Figure 1. Placed cells, one colour a class (run 1).
Fill, decap, tap and diode cells in grey.
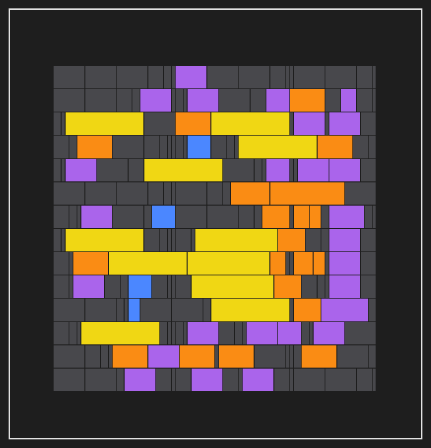
Figure 2. Metal layers overlaid (run 1).
Scale bar: 10 um. Two of the layers only.
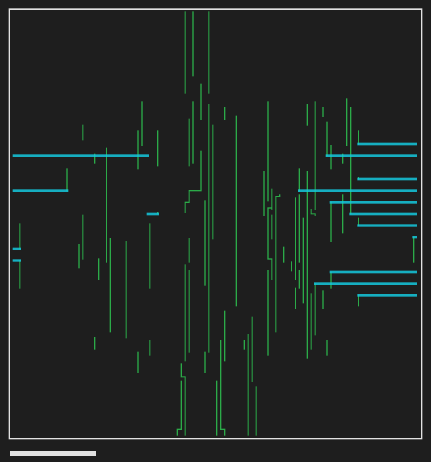
Figure 3. Wire density map (run 1).
Scale bar: 10 um. 10 x 10 tiles, from black (low) to pale yellow (high), scaled to the fullest tile. Values are wire area over tile area, all layers added.
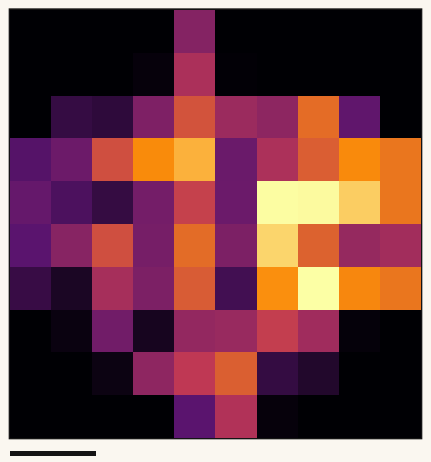
Figure 4. Sequential cells grouped by signal name (run 1).
Other cells in grey.
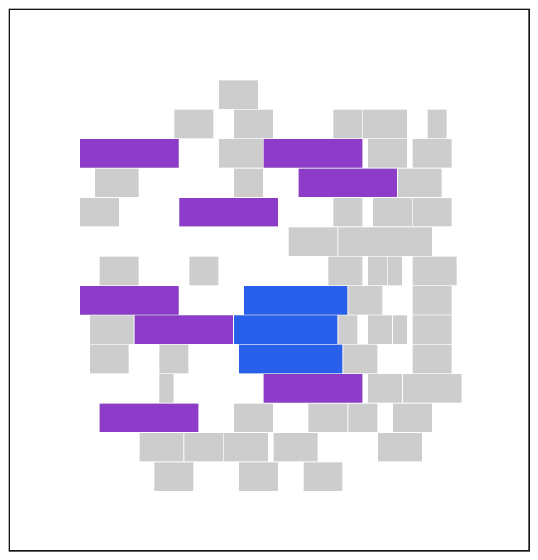
$ cat src/rtl/uart_tx_frame.sv
// -----------------------------------------------------------------------------
// uart_tx_frame
//
// Purpose:
//   UART transmit framer. It accepts one byte per request and wraps it in a
//   start bit and a stop bit. When the build enables it, it also adds an
//   optional parity bit. It does not shift the data bits itself. An external
//   serializer presents the data bits on ser_data while ser_en is high, and
//   raises ser_done on the cycle it presents its last bit.
//
// Build option:
//   UART_TX_PARITY_EN  - when defined, the PAR_EN/PAR_TYP ports, their
//                        latches and the PARITY state exist. When undefined,
//                        every frame is start + 8 data + stop (10 cycles).
//
// Ports:
//   clk         in   1  sole clock, rising edge
//   rst         in   1  asynchronous, active-high reset
//   P_Data      in   8  byte to transmit, sampled on acceptance
//   Data_Valid  in   1  request, honoured only in IDLE
//   PAR_EN      in   1  append parity bit      (UART_TX_PARITY_EN only)
//   PAR_TYP     in   1  0 = even, 1 = odd      (UART_TX_PARITY_EN only)
//   ser_data    in   1  current data bit from the serializer
//   ser_done    in   1  serializer is presenting its final bit
//   ser_en      out  1  serializer enable (START and DATA)
//   ser_pdata   out  8  latched byte for the serializer
//   TX_OUT      out  1  UART line, idle high
//   busy        out  1  frame in progress
// -----------------------------------------------------------------------------
//
//   state  | meaning
//   -------+-----------------------------------------------------------
//   IDLE   | line high, waiting for Data_Valid
//   START  | one cycle of start bit (0), serializer enabled
//   DATA   | line follows ser_data until ser_done is sampled
//   PARITY | one cycle of parity bit (parity builds only)
//   STOP   | one cycle of stop bit (1), then back to IDLE
//
module uart_tx_frame (
    input  logic       clk,
    input  logic       rst,
    input  logic [7:0] P_Data,
    input  logic       Data_Valid,
`ifdef UART_TX_PARITY_EN
    input  logic       PAR_EN,
    input  logic       PAR_TYP,
`endif
    input  logic       ser_data,
    input  logic       ser_done,
    output logic       ser_en,
    output logic [7:0] ser_pdata,
    output logic       TX_OUT,
    output logic       busy
);

    typedef enum logic [2:0] {
        S_IDLE   = 3'd0,
        S_START  = 3'd1,
        S_DATA   = 3'd2,
`ifdef UART_TX_PARITY_EN
        S_PARITY = 3'd3,
`endif
        S_STOP   = 3'd4
    } state_t;

    state_t     r_state;
    state_t     w_next_state;
    logic [7:0] r_pdata;
    logic       w_accept;

`ifdef UART_TX_PARITY_EN
    logic       r_par_en;
    logic       r_par_typ;
    logic       w_parity_bit;

    // The parity bit comes from the latched copy only. Live inputs may
    // already belong to the next request.
    assign w_parity_bit = (^r_pdata) ^ r_par_typ;
`endif

    assign w_accept  = (r_state == S_IDLE) && Data_Valid;
    assign ser_pdata = r_pdata;

    // -------------------------------------------------------------------------
    // State register and acceptance latches
    // -------------------------------------------------------------------------
    always_ff @(posedge clk or posedge rst) begin
        if (rst) begin
            r_state <= S_IDLE;
        end else begin
            r_state <= w_next_state;
        end
    end

    always_ff @(posedge clk or posedge rst) begin
        if (rst) begin
            r_pdata <= 8'h00;
        end else if (w_accept) begin
            r_pdata <= P_Data;
        end
    end

`ifdef UART_TX_PARITY_EN
    always_ff @(posedge clk or posedge rst) begin
        if (rst) begin
            r_par_en  <= 1'b0;
            r_par_typ <= 1'b0;
        end else if (w_accept) begin
            r_par_en  <= PAR_EN;
            r_par_typ <= PAR_TYP;
        end
    end
`endif

    // -------------------------------------------------------------------------
    // Next state and outputs. The outputs depend on the state register (plus
    // ser_data in DATA) and never on the request inputs. A reset therefore
    // drops the line back to idle within the same cycle.
    // -------------------------------------------------------------------------
    always_comb begin
        w_next_state = r_state;
        TX_OUT       = 1'b1;
        busy         = 1'b0;
        ser_en       = 1'b0;

        case (r_state)
            S_IDLE: begin
                if (Data_Valid) begin
                    w_next_state = S_START;
                end
            end

            S_START: begin
                TX_OUT       = 1'b0;
                busy         = 1'b1;
                ser_en       = 1'b1;
                w_next_state = S_DATA;
            end

            S_DATA: begin
                TX_OUT = ser_data;
                busy   = 1'b1;
                ser_en = 1'b1;
                // The serializer decides when the byte is done. An early
                // ser_done still ends the data phase.
                if (ser_done) begin
`ifdef UART_TX_PARITY_EN
                    w_next_state = r_par_en ? S_PARITY : S_STOP;
`else
                    w_next_state = S_STOP;
`endif
                end
            end

`ifdef UART_TX_PARITY_EN
            S_PARITY: begin
                TX_OUT       = w_parity_bit;
                busy         = 1'b1;
                w_next_state = S_STOP;
            end
`endif

            S_STOP: begin
                TX_OUT       = 1'b1;
                busy         = 1'b1;
                w_next_state = S_IDLE;
            end

            default: begin
                w_next_state = S_IDLE;
            end
        endcase
    end

endmodule

$ cat config.mk
export PLATFORM = sky130hd
export DESIGN_NAME = uart_tx_frame
export DESIGN_NICKNAME = d
export VERILOG_FILES = /design/src/rtl/uart_tx_frame.sv
export SDC_FILE = /design/constraint.sdc
export NUM_CORES = 1
export LEC_CHECK = 0
export CORE_AREA = 5 5 43 45
export DETAILED_ROUTE_END_ITERATION = 10
export DIE_AREA = 0 0 48 50
export GPL_TIMING_DRIVEN = 0
export PLACE_DENSITY = 0.79
export REMOVE_ABC_BUFFERS = 1
export SYNTH_ARGS = -nofsm -noshare
export SYNTH_HDL_FRONTEND = slang
export SYNTH_SLANG_ARGS = --single-unit
$ cat constraint.sdc
create_clock -name clk -period 1.8 [get_ports clk]
set_clock_uncertainty 0.1 [all_clocks]
set_input_delay 0.18 -clock clk [delete_from_list [all_inputs] [get_ports clk]]
set_output_delay 0.18 -clock clk [all_outputs]
set_load 0.05 [all_outputs]
==> impl_metrics.py, run 1 <==
# Physical implementation metrics
metrics = {
    "status": {
        "outcome": "complete, no violations",
    },
    "global_route": {
        "wire_length_of_the_first_global_routing_pass_um": 1550,
        "grt_max_degree": 12,
    },
    "cts": {
        "tritoncts.num_buffers": 3,
        "tritoncts": "done",
        "tritoncts_num_sinks": 11,
    },
    "layout": {
        "num-nonclk-buffers": 26,
        "area_dominant_class": "flip-flops and latches",
    },
    "setup_path": {
        "crit_path_max_fanout": 3,
    },
    "hold_path": {
        "timing.hold.worst.class": "input port to asynchronous set/reset pin",
    },
    "logic_synthesis": {
        "yosys_warnings": 0,
        "syn-cell-area_um2": 469,
        "ys_cells": 31,
        "synth-compound-area-share_pct": 4.00,
        "ys_chip_area_um2": 469,
    },
    "sta": {
        "finalSetupViolCount": 0,
        "drv_slew": 0,
        "max_slew_margin_pct": 66.6,
        "finalClockPeriodUsage_pct": 95.2,
    },
    "drt": {
        "drc": 0,
    },
    "die": {
        "coreArea_um2": 1440,
    },
}
About Figure 1:
[blue] clock drivers and dummy loads | cells: 4 | share of their area: 3.5%
[purple] other buffers and delay cells | cells: 26 | share of their area: 34%
[yellow] flops | cells: 11 | share of their area: 37%
[orange] combinational and other logic | cells: 20 | share of their area: 26%
Final Core Density: 54.0%
post-route standard cell area excluding fillers: 776 um2
Placement Rows: 14

About Figure 2:
[cyan] metal 3 | wire length: 114 um
[green] metal 2 | wire length: 494 um

About Figure 3:
nearly empty tiles: 35%
tiles over half the peak: 25%
mean over tiles: 0.069
densest ninth of the die: east
fullest tile: 0.24
Total GRT Usage: 9.07%
WL per Instance: 12.9 um
routed wire length: 992 um
number of vias after detailed routing: 359

About Figure 4:
[purple] ser_pdata | sequential cells: 8
[blue] r_state | sequential cells: 3
Flop area: 279 um2
register share of the cell area: 36.0%

run 1: worst register-to-register path: stages (launching register included):
cell and delay (ns):
sky130_fd_sc_hd__dfrtp_2 0.42, sky130_fd_sc_hd__buf_4 0.16, sky130_fd_sc_hd__nor4b_4 0.24, sky130_fd_sc_hd__buf_4 0.21
sky130_fd_sc_hd__mux2_2 0.35
run 1: routing by layer:
metal	vias to the layer above	track usage [%]	wire [um]
met2	15	14.3	494
li1	176	-	-
met1	166	10.3	376
met3	2	3.64	114
met5	-	0	0
met4	0	4.04	6
run 1: sequential cells by signal (all words and copies together) (netlist names):
register / count
r_state: 3
ser_pdata: 8
run 1: cell usage after synthesis, drive strengths merged:
master | instances | area (um2)
nor2 | 1 | 3.75
a21o | 1 | 8.76
nand2b | 1 | 6.26
and4bb | 1 | 12.5
a21oi | 1 | 5.00
o21ai | 1 | 5.00
mux2 | 8 | 90.1
dfrtp | 11 | 275
xnor2 | 1 | 8.76
inv | 1 | 3.75
nor4b | 1 | 23.8
or3b | 3 | 26.3
run 1: worst max-delay path by stage:
stage / end / startpoint / slack, ns
final: busy / r_state[0] / 0.09
after floorplan: busy / r_state[0] / -0.16
after global routing: busy / r_state[2] / 0.005
after CTS: ser_pdata[4] / r_state[0] / -0.006
after global placement: TX_OUT / ser_data / -0.38
after detailed placement: TX_OUT / ser_data / -0.40
run 1: repair_timing:
action / 4_1_cts / 5_1_grt
setup endpoints to repair: 3 / 11
buffers inserted: 2 / 1
endpoints found under the hold margin: 0 / 0
pin swaps: 0 / 2
gates resized: 19 / 7
Figure 5. Cell placement (run 1).
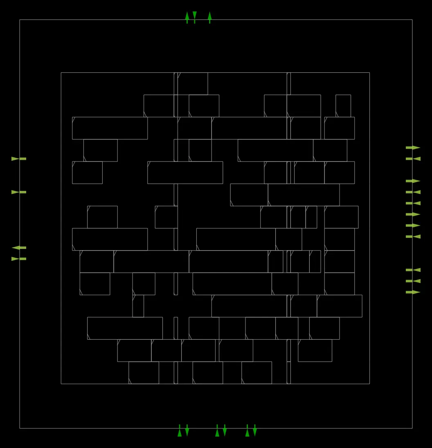

--- run 2 (diff from run 1) ---
--- a/config.mk
+++ b/config.mk
@@ -5,11 +5,11 @@
 export SDC_FILE = /design/constraint.sdc
 export NUM_CORES = 1
 export LEC_CHECK = 0
-export CORE_AREA = 5 5 43 45
+export CORE_AREA = 5 5 42 44
 export DETAILED_ROUTE_END_ITERATION = 10
-export DIE_AREA = 0 0 48 50
+export DIE_AREA = 0 0 47 49
 export GPL_TIMING_DRIVEN = 0
-export PLACE_DENSITY = 0.79
+export PLACE_DENSITY = 0.82
 export REMOVE_ABC_BUFFERS = 1
 export SYNTH_ARGS = -nofsm -noshare
 export SYNTH_HDL_FRONTEND = slang
Figure 6. Cell placement (run 2).
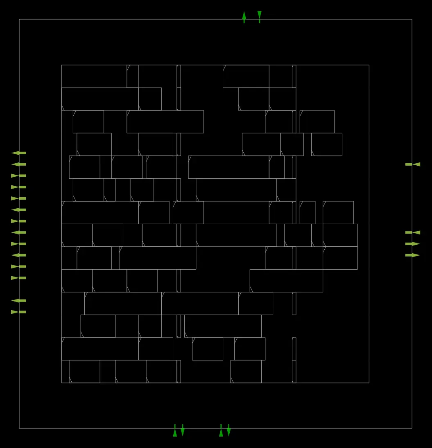
non-filler instance count after layout: 76
register share of the cell area: 36.0%
flip-flop and latch count: 11
total core area: 1400 um2

Figure 7. Wire density map (run 2).
Scale bar: 10 um. 9 x 10 tiles, from black (low) to pale yellow (high), scaled to the fullest tile. Values are wire area over tile area, all layers added.
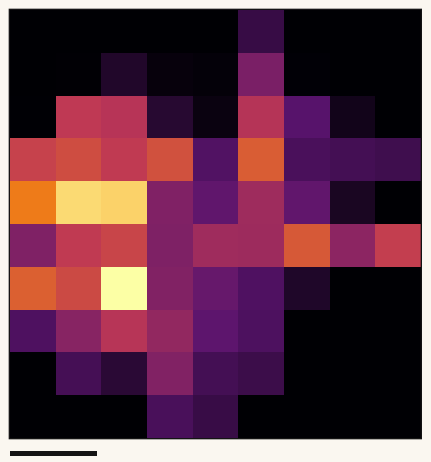
number of vias after detailed routing: 366
WL per Instance: 12.6 um

Figure 8. Placed cells, one colour a class (run 2).
Fill, decap, tap and diode cells in grey.
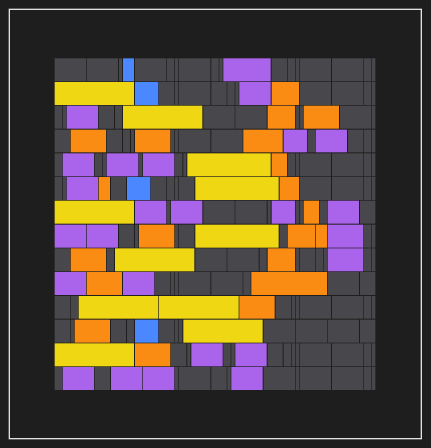
[blue] clock drivers and dummy loads | cells: 4 | share of their area: 3.5%
[purple] other buffers and delay cells | cells: 25 | share of their area: 33%
[yellow] flops | cells: 11 | share of their area: 37%
[orange] combinational and other logic | cells: 20 | share of their area: 26%

==> run 2 against run 1 <==
Net effect:
- final cell count decreased by 1.3%
- critical path depth unchanged
- synthesized area unchanged
- hold slack got worse by 0.020 ns
- fmax decreased by 1.1%
- first-iteration DRC count unchanged
- cell area decreased by 0.16%
- routed wire length decreased by 3.7%
- worst setup slack got worse by 0.020 ns
- critical path type unchanged
==> impl_metrics.py, run 2 <==
# Physical implementation metrics
metrics = {
    "sta": {
        "max_slew_margin_pct": 61.9,
        "finalClockPeriodUsage_pct": 96.3,
        "drv_slew": 0,
    },
    "logic_synthesis": {
        "top_area_cell": "sky130_fd_sc_hd__dfrtp_1",
        "synth_async_sr_flop_share_pct": 100,
        "yosys_warnings": 0,
        "top_cells_by_area": "sky130_fd_sc_hd__dfrtp_1 (59%), sky130_fd_sc_hd__mux2_2 (19%), sky130_fd_sc_hd__or3b_2 (5.6%), sky130_fd_sc_hd__nor4b_4 (5.1%), sky130_fd_sc_hd__and4bb_2 (2.7%)",
        "ys_cells": 31,
        "top_area_share_pct": 58.7,
        "top_cells_by_count": "sky130_fd_sc_hd__dfrtp_1 (11), sky130_fd_sc_hd__mux2_2 (8), sky130_fd_sc_hd__or3b_2 (3)",
    },
    "global_route": {
        "grt.met2_usage_pct": 13.8,
        "grt_max_degree": 12,
        "wire_length_of_the_first_global_routing_pass_um": 1630,
        "use_met3_pct": 5.90,
        "grt_most_used_layer": "met2",
    },
    "status": {
        "outcome": "complete, no violations",
    },
    "die": {
        "row_count": 14,
    },
    "cts": {
        "tritoncts": "done",
    },
    "setup_path": {
        "crit_path_max_fanout": 6,
    },
}
## run 2: layout make-up
type	instances	area, um2	area share [%]
repair buffers	25	253	32.6
clock buffers	4	26.3	3.39
multi-input cells	19	193	24.9
inverters	1	3.75	0.485
well taps	16	20.0	2.58
flip-flops and latches	11	279	36.0
## run 2: stage by stage
| stage | setup TNS (ns) | hold WS (ns) |
|---|---|---|
| final | 0 | 0.0921 |
| after global routing | -0.00315 | 0.119 |
| after global placement | -0.693 | 0.389 |
| after floorplan | -0.164 | -0.0676 |
| after CTS | 0 | 0.101 |
| after detailed placement | -0.720 | 0.393 |
## run 2: final timing paths
kind | endpoint | slack [ns] | cells after the start
max | busy | 0.07 | 3
min | ser_pdata[1] | 0.09 | 2
max reg2reg | ser_pdata[5] | 0.09 | 3
min reg2reg | ser_pdata[7] | 0.41 | 1
max in group asynchronous | r_state[0] | 1.20 | 2
min in group clk | ser_pdata[7] | 0.41 | 1
## run 2: timing repair
item	4_1_cts	5_1_grt
endpoints found under the hold margin	0	0
gates resized	22	2
endpoints found under the setup margin	3	9
pin swaps	1	1
buffers inserted	1	1
## run 2: layer usage
layer  routed length, um  vias to the layer above
met4                  24                        0
met3                 155                        4
met5                   0                        -
met2                 437                       20
li1                    -                      171
met1                 338                      171
## run 2: logic make-up after synthesis
logic type                after synthesis  synth area share [%]
DFF                                    11                  58.7
muxes                                   8                  19.2
AOI/OAI and AO/OA                       3                  4.00
xor gates and xnor gates                1                  1.87
and+or+nand+nor                         7                  15.5
buffers and inverters                   1                 0.799
